**PDN straps and rails**

The bar under the picture is 20 um long. Pins as bars on the die edge.
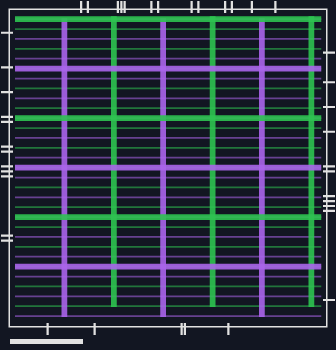
**Placement by cell class**

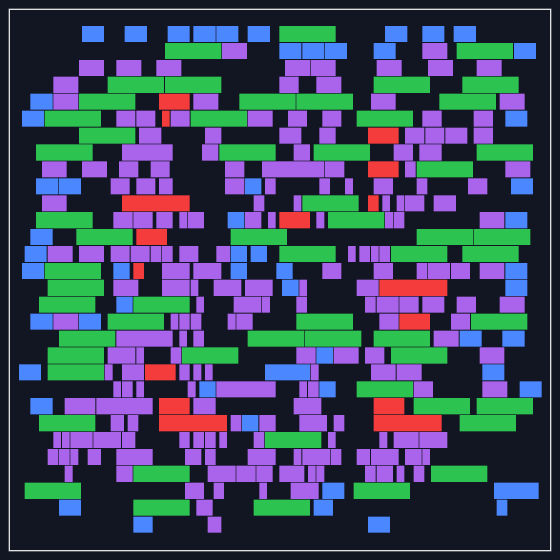
**Routed clock nets over the placement**

The bar under the picture is 20 um long.
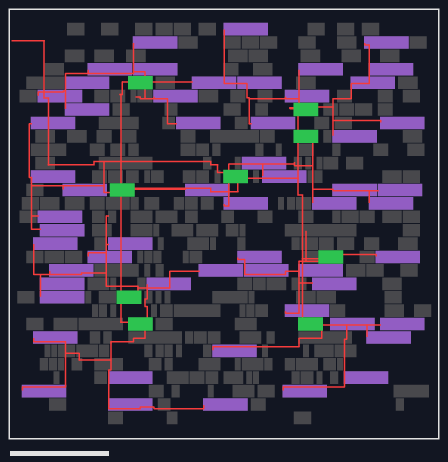
**Metal layers overlaid**

The bar under the picture is 20 um long.
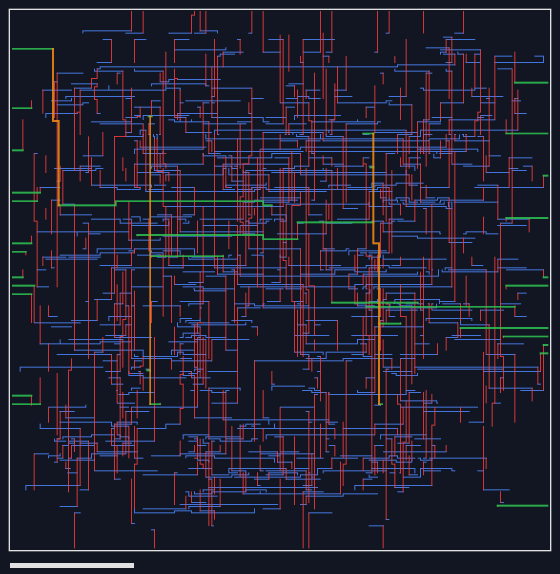
**Clock routing**

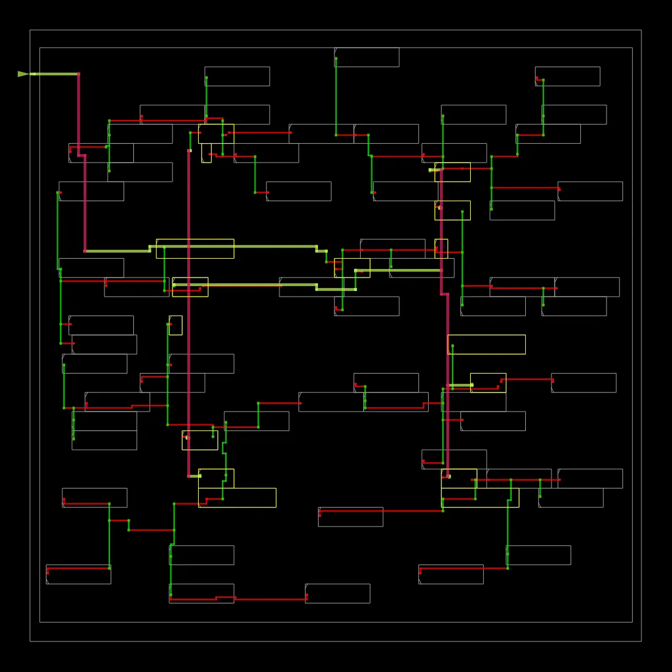
==> config.mk <==
export PLATFORM = sky130hd
export DESIGN_NAME = gsm_sms_sender
export DESIGN_NICKNAME = d
export VERILOG_FILES = /design/src/rtl/gsm_pkg.sv /design/src/rtl/uart_tx_byte.sv /design/src/rtl/gsm_sms_sender.sv
export SDC_FILE = /design/constraint.sdc
export NUM_CORES = 1
export LEC_CHECK = 0
export CAP_MARGIN = 20
export CELL_PAD_IN_SITES_DETAIL_PLACEMENT = 0
export CELL_PAD_IN_SITES_GLOBAL_PLACEMENT = 1
export CORE_UTILIZATION = 44
export CTS_CLUSTER_DIAMETER = 120
export DETAILED_ROUTE_END_ITERATION = 10
export PLACE_DENSITY_LB_ADDON = 0.1
export SYNTH_ARGS = -nofsm -noshare
export SYNTH_HDL_FRONTEND = slang
export SYNTH_SLANG_ARGS = --single-unit
==> constraint.sdc <==
create_clock -name clk -period 2.22 [get_ports clk]
set_input_delay 0.444 -clock clk [delete_from_list [all_inputs] [get_ports clk]]
set_output_delay 0.444 -clock clk [all_outputs]
set_load 0.01 [all_outputs]
==> results_slide.txt <==
Run Summary

Status
  • Outcome: finished, final reports clean

Synth
  • Commonest flop: dfrtp_1
  • Yosys stat area: 3167 sq um
  • Count leader, synth: dfrtp_1
  • EDFF count, synth: 0
  • Synth cell types: 41
  • Top-area cell share: 0.4504
  • Mux share: 0.1312

Power and ir drop
  • P_sw: 2.436 mW
  • P_seq: 2.01 mW
  • Flop pwr share: 0.300
  • Combinational power share: 0.509
  • Power per cell area: 1659 nW/um^2
  • Tot Pwr: 6.688 mW

Finish
  • Register area: 1426 sq um

Timing
  • Max transition margin: 0.6575
  • Final tally of max-slew violations: 0
  • Worst hold slack: 0.1063 ns

Clock tree
  • Clock slew at reported path FFs: 0.07 ns
  • Clock Tree Buf Depth: 2
  • Post-CTS Setup Repair Bufs: 2
  • CTS Root Cell: clkbuf_8
  • CTS tree: yes

Worst setup path
  • Highest-delay cell along the critical path: dfrtp_1
  • Worst setup EP type: output port
  • Req. time, crit path: 1.78 ns
  • Setup crit start kind: flop

Routing
  • Antenna viol nets, final: 0

GRT
  • Pin count of the biggest net entering global routing: 58

Place
  • Port bufs: 40
  • Placed cell area: 3734 sq um

Floorplanning
  • Number of core rows: 30
-- 'PDN straps and rails' (at the start) --
colour	net
green	VDD
purple	VSS
met5 straps	6
signal pins	41
met1 rails	31
die width: 86.84 um
core box area: 6869 sq um
Worst VDD drop: 0.6936 mV
Die Ht: 86.84 um

-- 'placement by cell class' (at the start) --
colour	class	cells
red	clock drivers and dummy loads	16
purple	all other logic	205
blue	other buffers and delay cells	55
green	flip-flops	57
flop share of the area: 0.3538
post-route core utilization: 0.5869

-- 'routed clock nets over the placement' (at the start) --
[purple] flip-flops | count: 57
[red] clock wires | length: 781 um
[green] cells driving clock nets | count: 9
routed clock nets	10
flops lie	spread over the die
clk latency late pin: 0.33 ns
clk_skew: 0.008687 ns

-- 'metal layers overlaid' (at the start) --
colour	layer	wire length
orange	met4	117 um
green	met3	228 um
red	met2	2930 um
blue	met1	3140 um
Routed WL per cell: 14.96 um
Tot GR Track Use: 0.1887
vias post-DR: 2298
WL final: 6416 um

-- 'clock routing' (at the start) --
CLK BUF: 10
TritonCTS buffer count: 9
Power Clock: 1.28 mW
clock sinks: 57
Flops: 57

## kinds of logic (layout without fill, tap and decap cells)
kind of cell | count (synthesis) | in the layout
AOI/OAI and AO/OA | 74 | 74
xor gates and xnor gates | 25 | 25
adders and majority gates | 18 | 18
buffers and inverters | 28 | 87
DFF | 57 | 57
muxes | 37 | 37
and+or+nand+nor | 35 | 35
## layer usage
metal / vias up / wire [um]
met5: - / 0
met4: 0 / 116
met3: 11 / 228
met2: 41 / 2930
met1: 1138 / 3140
li1: 1108 / -
## area by class of cell
type	instances	share of cell area
sequential	57	0.3538
inverter	16	0.01490
clock inverter	6	0.03228
tap	96	0.02980
multi-input combinational	189	0.4060
timing repair buffer	55	0.1316
clock buffer	10	0.03166
Power figures rest on the tool's default switching activity, not on a simulated workload.
